### Routing congestion map

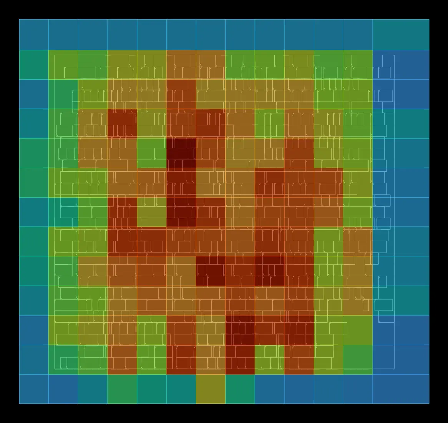
### Wiring by layer

Scale bar: 20 um.
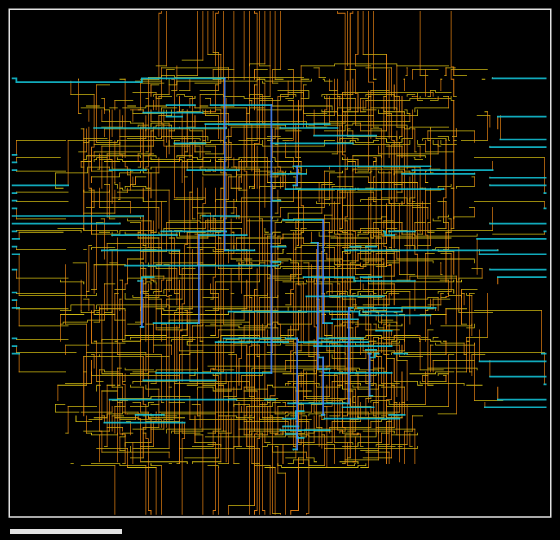
### Clock distribution

Scale bar: 20 um.
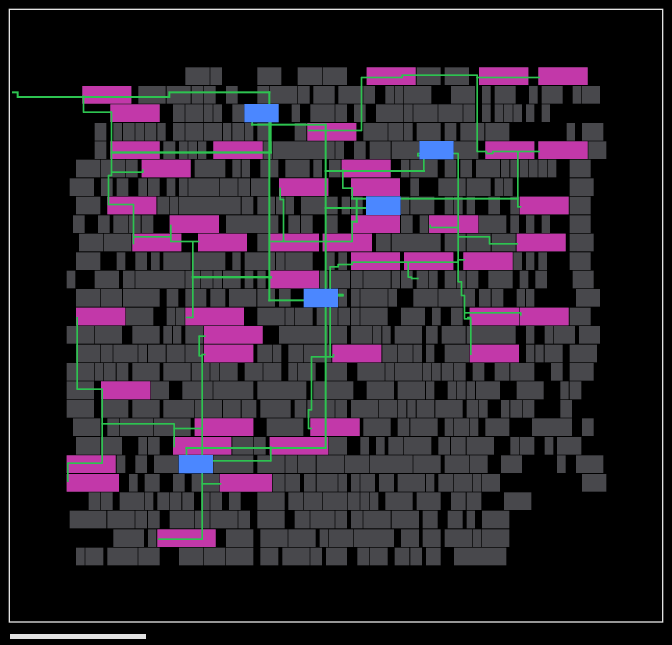
--- src/rtl/sm83_alu_seq.sv ---
// sm83_alu_seq: steps the SM83 4-bit ALU core through one 8-bit ALU/CB operation per request.
// Define SM83_ALU_SEQ_SWAP_EN to add the three-step SWAP sequence; otherwise SWAP decodes as illegal.
module sm83_alu_seq #(
    parameter int ALU_WIDTH = 4
) (
    input  logic                   clk,
    input  logic                   reset,
    input  logic                   req_valid,
    output logic                   req_ready,
    input  logic [4:0]             req_op,
    input  logic [2*ALU_WIDTH-1:0] req_a,
    input  logic [2*ALU_WIDTH-1:0] req_b,
    input  logic [2:0]             req_bit,
    input  logic [3:0]             req_flags,
    output logic                   rsp_valid,
    output logic [2*ALU_WIDTH-1:0] rsp_result,
    output logic [3:0]             rsp_flags,
    output logic [2*ALU_WIDTH-1:0] alu_din,
    input  logic [2*ALU_WIDTH-1:0] alu_dout,
    input  logic                   alu_carry,
    input  logic                   alu_zero,
    input  logic                   alu_shift_dbh,
    input  logic                   alu_shift_dbl,
    output logic                   alu_load_a,
    output logic                   alu_load_b,
    output logic                   alu_load_b_lq,
    output logic                   alu_load_b_zero,
    output logic                   alu_shift_l,
    output logic                   alu_shift_r,
    output logic                   alu_shift_in,
    output logic                   alu_carry_in,
    output logic [2:0]             alu_bsel,
    output logic                   alu_result_oe,
    output logic                   alu_shift_oe,
    output logic                   alu_op_a_oe,
    output logic                   alu_op_b_oe,
    output logic                   alu_bs_oe,
    output logic                   alu_no_carry_out,
    output logic                   alu_force_carry,
    output logic                   alu_ignore_carry,
    output logic                   alu_negate,
    output logic                   alu_mux,
    output logic                   alu_op_b_mux
);

    localparam int W = 2 * ALU_WIDTH;

    localparam logic [4:0] OP_ADD  = 5'd0;
    localparam logic [4:0] OP_ADC  = 5'd1;
    localparam logic [4:0] OP_SUB  = 5'd2;
    localparam logic [4:0] OP_SBC  = 5'd3;
    localparam logic [4:0] OP_AND  = 5'd4;
    localparam logic [4:0] OP_XOR  = 5'd5;
    localparam logic [4:0] OP_OR   = 5'd6;
    localparam logic [4:0] OP_CP   = 5'd7;
    localparam logic [4:0] OP_INC  = 5'd8;
    localparam logic [4:0] OP_DEC  = 5'd9;
    localparam logic [4:0] OP_RLC  = 5'd10;
    localparam logic [4:0] OP_RRC  = 5'd11;
    localparam logic [4:0] OP_RL   = 5'd12;
    localparam logic [4:0] OP_RR   = 5'd13;
    localparam logic [4:0] OP_SLA  = 5'd14;
    localparam logic [4:0] OP_SRA  = 5'd15;
    localparam logic [4:0] OP_SWAP = 5'd16;
    localparam logic [4:0] OP_SRL  = 5'd17;
    localparam logic [4:0] OP_BIT  = 5'd18;
    localparam logic [4:0] OP_RES  = 5'd19;
    localparam logic [4:0] OP_SET  = 5'd20;

    typedef enum logic [3:0] {
        ST_IDLE,
        ST_LDA,
        ST_LDB,
        ST_LO,
        ST_HI,
        ST_SHF,
        ST_ILL,
        ST_LQ,
        ST_OUT
    } state_e;

    state_e         state_q, state_d, first_state;
    logic [4:0]     op_q;
    logic [W-1:0]   a_q, b_q;
    logic [2:0]     bit_q;
    logic [3:0]     flags_q;
    logic           hc_q, hc_d;
    logic           rsp_valid_q, rsp_valid_d;
    logic [W-1:0]   rsp_result_q, rsp_result_d;
    logic [3:0]     rsp_flags_q, rsp_flags_d;

    logic           accept;
    logic           c_in;
    logic           ctl_r, ctl_s, ctl_v, ctl_neg, lo_cin, hi_cin;
    logic           shf_left, shf_in;
    logic [3:0]     hi_flags;

    assign req_ready  = (state_q == ST_IDLE);
    assign accept     = req_valid && req_ready;
    assign c_in       = flags_q[0];
    assign rsp_valid  = rsp_valid_q;
    assign rsp_result = rsp_result_q;
    assign rsp_flags  = rsp_flags_q;

    always_comb begin
        first_state = ST_ILL;
        case (req_op) inside
            [OP_ADD:OP_DEC], [OP_BIT:OP_SET]: first_state = ST_LDA;
            [OP_RLC:OP_SRA], OP_SRL:          first_state = ST_SHF;
`ifdef SM83_ALU_SEQ_SWAP_EN
            OP_SWAP:                          first_state = ST_LDA;
`else
            OP_SWAP:                          first_state = ST_ILL;
`endif
            default:                          first_state = ST_ILL;
        endcase
    end

    // R/S/V, negate and carry-in for the two nibble passes, keyed on the latched opcode.
    always_comb begin
        ctl_r   = 1'b0;
        ctl_s   = 1'b0;
        ctl_v   = 1'b0;
        ctl_neg = 1'b0;
        lo_cin  = 1'b0;
        hi_cin  = hc_q;
        case (op_q)
            OP_ADC:        lo_cin = c_in;
            OP_SUB, OP_CP: begin ctl_neg = 1'b1; lo_cin = 1'b1; end
            OP_SBC:        begin ctl_neg = 1'b1; lo_cin = ~c_in; end
            OP_INC:        lo_cin = 1'b1;
            OP_DEC:        ctl_neg = 1'b1;
            OP_AND, OP_BIT: begin ctl_s = 1'b1; lo_cin = 1'b1; hi_cin = 1'b1; end
            OP_RES: begin
                ctl_s   = 1'b1;
                ctl_neg = 1'b1;
                lo_cin  = 1'b1;
                hi_cin  = 1'b1;
            end
            OP_OR, OP_SET: begin ctl_r = 1'b1; ctl_v = 1'b1; hi_cin = 1'b0; end
            OP_XOR:        begin ctl_r = 1'b1; hi_cin = 1'b0; end
            default: ;
        endcase
    end

    always_comb begin
        shf_left = (op_q == OP_RLC) || (op_q == OP_RL) || (op_q == OP_SLA);
        case (op_q)
            OP_RLC, OP_SRA: shf_in = alu_shift_dbh;
            OP_RRC:         shf_in = alu_shift_dbl;
            OP_RL, OP_RR:   shf_in = c_in;
            default:        shf_in = 1'b0;
        endcase
    end

    // Kept apart from the strobe decode so the ALU's dbh/dbl never feed back into alu_din logic.
    assign alu_shift_in = !reset && (state_q == ST_SHF) && shf_in;

    always_comb begin
        hi_flags = flags_q;
        case (op_q)
            OP_ADD, OP_ADC:        hi_flags = {alu_zero, 1'b0, hc_q, alu_carry};
            OP_INC:                hi_flags = {alu_zero, 1'b0, hc_q, c_in};
            OP_SUB, OP_SBC, OP_CP: hi_flags = {alu_zero, 1'b1, ~hc_q, ~alu_carry};
            OP_DEC:                hi_flags = {alu_zero, 1'b1, ~hc_q, c_in};
            OP_AND:                hi_flags = {alu_zero, 3'b010};
            OP_OR, OP_XOR:         hi_flags = {alu_zero, 3'b000};
            OP_BIT:                hi_flags = {alu_zero, 2'b01, c_in};
            default:               hi_flags = flags_q;
        endcase
    end

    always_comb begin
        alu_din          = '0;
        alu_load_a       = 1'b0;
        alu_load_b       = 1'b0;
        alu_load_b_lq    = 1'b0;
        alu_load_b_zero  = 1'b0;
        alu_shift_l      = 1'b0;
        alu_shift_r      = 1'b0;
        alu_carry_in     = 1'b0;
        alu_bsel         = 3'd0;
        alu_result_oe    = 1'b0;
        alu_shift_oe     = 1'b0;
        alu_op_a_oe      = 1'b0;
        alu_op_b_oe      = 1'b0;
        alu_bs_oe        = 1'b0;
        alu_no_carry_out = 1'b0;
        alu_force_carry  = 1'b0;
        alu_ignore_carry = 1'b0;
        alu_negate       = 1'b0;
        alu_mux          = 1'b0;
        alu_op_b_mux     = 1'b0;
        if (!reset) begin
            case (state_q)
                ST_LDA: begin
                    alu_din      = a_q;
                    alu_shift_oe = 1'b1;
                    alu_load_a   = 1'b1;
                end
                ST_LDB: begin
                    if (op_q == OP_INC || op_q == OP_DEC) begin
                        alu_load_b_zero = 1'b1;
                    end else if (op_q == OP_BIT || op_q == OP_RES || op_q == OP_SET) begin
                        alu_bs_oe  = 1'b1;
                        alu_load_b = 1'b1;
                        alu_bsel   = bit_q;
                    end else begin
                        alu_din      = b_q;
                        alu_shift_oe = 1'b1;
                        alu_load_b   = 1'b1;
                    end
                end
                ST_LO: begin
                    alu_no_carry_out = ctl_r;
                    alu_force_carry  = ctl_s;
                    alu_ignore_carry = ctl_v;
                    alu_negate       = ctl_neg;
                    alu_carry_in     = lo_cin;
                end
                ST_HI: begin
                    alu_no_carry_out = ctl_r;
                    alu_force_carry  = ctl_s;
                    alu_ignore_carry = ctl_v;
                    alu_negate       = ctl_neg;
                    alu_carry_in     = hi_cin;
                    alu_mux          = 1'b1;
                    alu_op_b_mux     = 1'b1;
                    alu_result_oe    = 1'b1;
                end
                ST_SHF: begin
                    alu_din      = a_q;
                    alu_shift_oe = 1'b1;
                    alu_shift_l  = shf_left;
                    alu_shift_r  = ~shf_left;
                end
`ifdef SM83_ALU_SEQ_SWAP_EN
                ST_LQ: begin
                    alu_mux       = 1'b1;
                    alu_op_a_oe   = 1'b1;
                    alu_load_b_lq = 1'b1;
                end
                ST_OUT: alu_op_b_oe = 1'b1;
`endif
                default: ;
            endcase
        end
    end

    always_comb begin
        state_d      = state_q;
        hc_d         = hc_q;
        rsp_valid_d  = 1'b0;
        rsp_result_d = rsp_result_q;
        rsp_flags_d  = rsp_flags_q;
        case (state_q)
            ST_IDLE: if (req_valid) state_d = first_state;
            ST_LDA: begin
                state_d = ST_LDB;
`ifdef SM83_ALU_SEQ_SWAP_EN
                if (op_q == OP_SWAP) state_d = ST_LQ;
`endif
            end
            ST_LDB: state_d = ST_LO;
            ST_LO: begin
                hc_d    = alu_carry;
                state_d = ST_HI;
            end
            ST_HI: begin
                state_d      = ST_IDLE;
                rsp_valid_d  = 1'b1;
                rsp_result_d = (op_q == OP_CP || op_q == OP_BIT) ? a_q : alu_dout;
                rsp_flags_d  = hi_flags;
            end
            ST_SHF: begin
                state_d      = ST_IDLE;
                rsp_valid_d  = 1'b1;
                rsp_result_d = alu_dout;
                rsp_flags_d  = {alu_zero, 2'b00, shf_left ? alu_shift_dbh : alu_shift_dbl};
            end
`ifdef SM83_ALU_SEQ_SWAP_EN
            ST_LQ: state_d = ST_OUT;
            ST_OUT: begin
                state_d      = ST_IDLE;
                rsp_valid_d  = 1'b1;
                rsp_result_d = alu_dout;
                rsp_flags_d  = {alu_zero, 3'b000};
            end
`endif
            ST_ILL: begin
                state_d      = ST_IDLE;
                rsp_valid_d  = 1'b1;
                rsp_result_d = a_q;
                rsp_flags_d  = flags_q;
            end
            default: state_d = ST_IDLE;
        endcase
    end

    always_ff @(posedge clk) begin
        if (reset) begin
            state_q      <= ST_IDLE;
            op_q         <= '0;
            a_q          <= '0;
            b_q          <= '0;
            bit_q        <= '0;
            flags_q      <= '0;
            hc_q         <= 1'b0;
            rsp_valid_q  <= 1'b0;
            rsp_result_q <= '0;
            rsp_flags_q  <= '0;
        end else begin
            state_q      <= state_d;
            hc_q         <= hc_d;
            rsp_valid_q  <= rsp_valid_d;
            rsp_result_q <= rsp_result_d;
            rsp_flags_q  <= rsp_flags_d;
            if (accept) begin
                op_q    <= req_op;
                a_q     <= req_a;
                b_q     <= req_b;
                bit_q   <= req_bit;
                flags_q <= req_flags;
            end
        end
    end

endmodule
--- config.mk ---
export PLATFORM = sky130hd
export DESIGN_NAME = sm83_alu_seq
export DESIGN_NICKNAME = d
export VERILOG_FILES = /design/src/rtl/sm83_alu_seq.sv
export SDC_FILE = /design/constraint.sdc
export NUM_CORES = 1
export LEC_CHECK = 0
export ABC_AREA = 1
export CAP_MARGIN = 20
export CORE_AREA = 8 8 88 82
export DETAILED_ROUTE_END_ITERATION = 10
export DIE_AREA = 0 0 96 90
export GPL_TIMING_DRIVEN = 0
export PLACE_DENSITY_LB_ADDON = 0.15
export SETUP_SLACK_MARGIN = 0.3
export SLEW_MARGIN = 20
export SYNTH_ARGS = -nofsm -noshare
export SYNTH_HDL_FRONTEND = slang
export SYNTH_SLANG_ARGS = --single-unit
--- constraint.sdc ---
create_clock -name clk -period 1.7 [get_ports clk]
set_input_delay 0.34 -clock clk [delete_from_list [all_inputs] [get_ports clk]]
set_output_delay 0.34 -clock clk [all_outputs]
set_load 0.01 [all_outputs]
==> run summary <==
yosys + openroad results -> Slew Limit Headroom 62.54%, XOR/XNOR Fraction of Synth Area 0%, ys cells 402, H-tree depth 2, Mean Syn Cell Area 6.377 um^2, CTS Root Cell clkbuf_8, Tightest Pin Transition 0.5619 ns, pre-CTS setup slack -1.066 ns, Max Clock Skew 0.004226 ns, Final nets 580, fin worst setup slack -0.3268 ns, tool warnings 29, Final Hold Vio Count 0, grt ovf 0, min-delay worst type in -> reg, die height 90 um, CTS Buf Count 5, FF-to-FF Start op_q[4]$_SDFFE_PP0P_, Worst Reg-to-Reg Cells 12, simple-gate portion of the synthesized area 36.65%, Pwr Density 1129 nW/um^2, via count 3379, Slew Limit Fails 0, FILL cells 408, crit path capture alu_din[7], failing checks negative setup slack, Layout Cells excl Fill 610, Top non-seq family simple AND/OR/NAND/NOR gates, CP required 1.36 ns, Pleak 0.002170 uW, yosys warning tally 0, dominant logic cell type in the layout nand2_1, maximum vdd drop 0.0008591 V, CP arrival 1.69 ns, GRT Total Usage 21.34%, P&R area growth vs syn 80.58%, antenna violations before repair 0, sequential area share after synthesis 35.14%, Finish-stage setup viols 28, hold path cells 3, Via-to-Cell Ratio 5.539, final period utilization 119.2%, mapped cell area 2564 um^2, ant diodes 0, status complete, but fails checks
Back to the opening pictures, 'Routing congestion map':
Core Util, Final: 79.21%
grt met2 use: 33.20%
Avg WL per Cell: 17.25 um
grt peak-use layer: met2

Back to the opening pictures, 'Wiring by layer':
metal 1 -> yellow  # wire length 4350 um
metal 2 -> orange  # wire length 5040 um
metal 4 -> blue  # wire length 201 um
metal 3 -> cyan  # wire length 937 um

Back to the opening pictures, 'Clock distribution':
clock drivers -> blue  # count 5
clock wires -> green  # length 632 um
flip-flops -> magenta  # count 45
routed clock nets = 6

==> stage by stage <==
step           area, um^2  total power (uW)  hold WS (ns)
2_1_floorplan        2688              2618        0.4298
3_3_place_gp         3598              3238        0.4471
3_5_place_dp         3598              3259        0.4479
4_1_cts              4079              4494        0.4550
5_1_grt              4629              5481        0.4362
6_report             4629              5226        0.4185
==> synthesized netlist by cell type (all sizes together) <==
| library cell | n | area, um^2 |
|---|---|---|
| nand2 | 81 | 331.6 |
| nor2 | 67 | 266.5 |
| nand3 | 50 | 250.2 |
| dfxtp | 45 | 900.9 |
| inv | 45 | 168.9 |
| a21oi | 36 | 180.2 |
| o21ai | 25 | 125.1 |
| buf | 17 | 102.6 |
| a22oi | 8 | 60.06 |
| clkbuf | 6 | 22.52 |
| nor3 | 6 | 46.30 |
| nand4 | 4 | 25.02 |
| a211oi | 3 | 22.52 |
| nor4 | 2 | 12.51 |
| o21bai | 2 | 15.01 |
| a31o | 1 | 8.760 |
| a31oi | 1 | 6.260 |
| conb | 1 | 3.750 |
| nor3b | 1 | 7.510 |
| o31ai | 1 | 7.510 |
==> state kept, by name, indices dropped and copies added (netlist names) <==
| register | cells |
|---|---|
| b_q | 8 |
| rsp_result | 8 |
| flags_q | 4 |
| rsp_valid | 1 |
| rsp_flags | 4 |
| hc_q | 1 |
| a_q | 8 |
| op_q | 5 |
| bit_q | 3 |
| state_q | 3 |
==> power by group <==
group	switching [uW]	internal [uW]
clock network	389	368
logic	1640	1340
registers	206	1290
total	2240	2990
==> per-layer routing <==
layer	vias to the layer above	track usage [%]	part of all wire, %
li1	1592	-	-
met1	1579	28.83	41
met2	183	33.20	48
met3	25	4.323	8.9
met4	0	5.634	1.9
met5	-	0	0
==> worst min path at each step <==
stage / to
after floorplan: flags_q[3]$_SDFFE_PP0P_
after global placement: flags_q[3]$_SDFFE_PP0P_
after detailed placement: flags_q[3]$_SDFFE_PP0P_
after CTS: b_q[7]$_SDFFE_PP0P_
after global routing: op_q[2]$_SDFFE_PP0P_
final: op_q[2]$_SDFFE_PP0P_
==> worst max-delay path: stages (launching register included) <==
cell,delay [ns]
dfxtp_4,0.38
inv_4,0.04
nor2_4,0.12
nand2_4,0.11
nor3_4,0.23
buf_12,0.15
a22oi_2,0.05
nor2_1,0.14
buf_2,0.15
==> area by class of cell <==
type                       count  area, um^2  share of cell area (%)
timing repair buffer         125        1154                   24.92
tap                           72       90.09                   1.946
multi-input combinational    292        1967                   42.49
inverter                      45       193.9                   4.189
buffer                        23       197.7                   4.270
clock buffer                   7       96.34                   2.081
sequential                    45       925.9                   20.00
clock inverter                 1       5.005                  0.1081
==> cell families (layout without fill, tap and decap cells) <==
group           count (synthesis)  after routing
flops                          45             45
buf+inv                        68            201
compound gates                 77             77
other cells                     1              3
simple gates                  211            212
==> timing repair <==
item,in CTS,in global routing
cloned,0,5
setup buffers,29,10
setup endpoints to repair,76,71
gates resized,227,110
pin swaps,16,31
Power figures rest on the tool's default switching activity, not on a simulated workload.
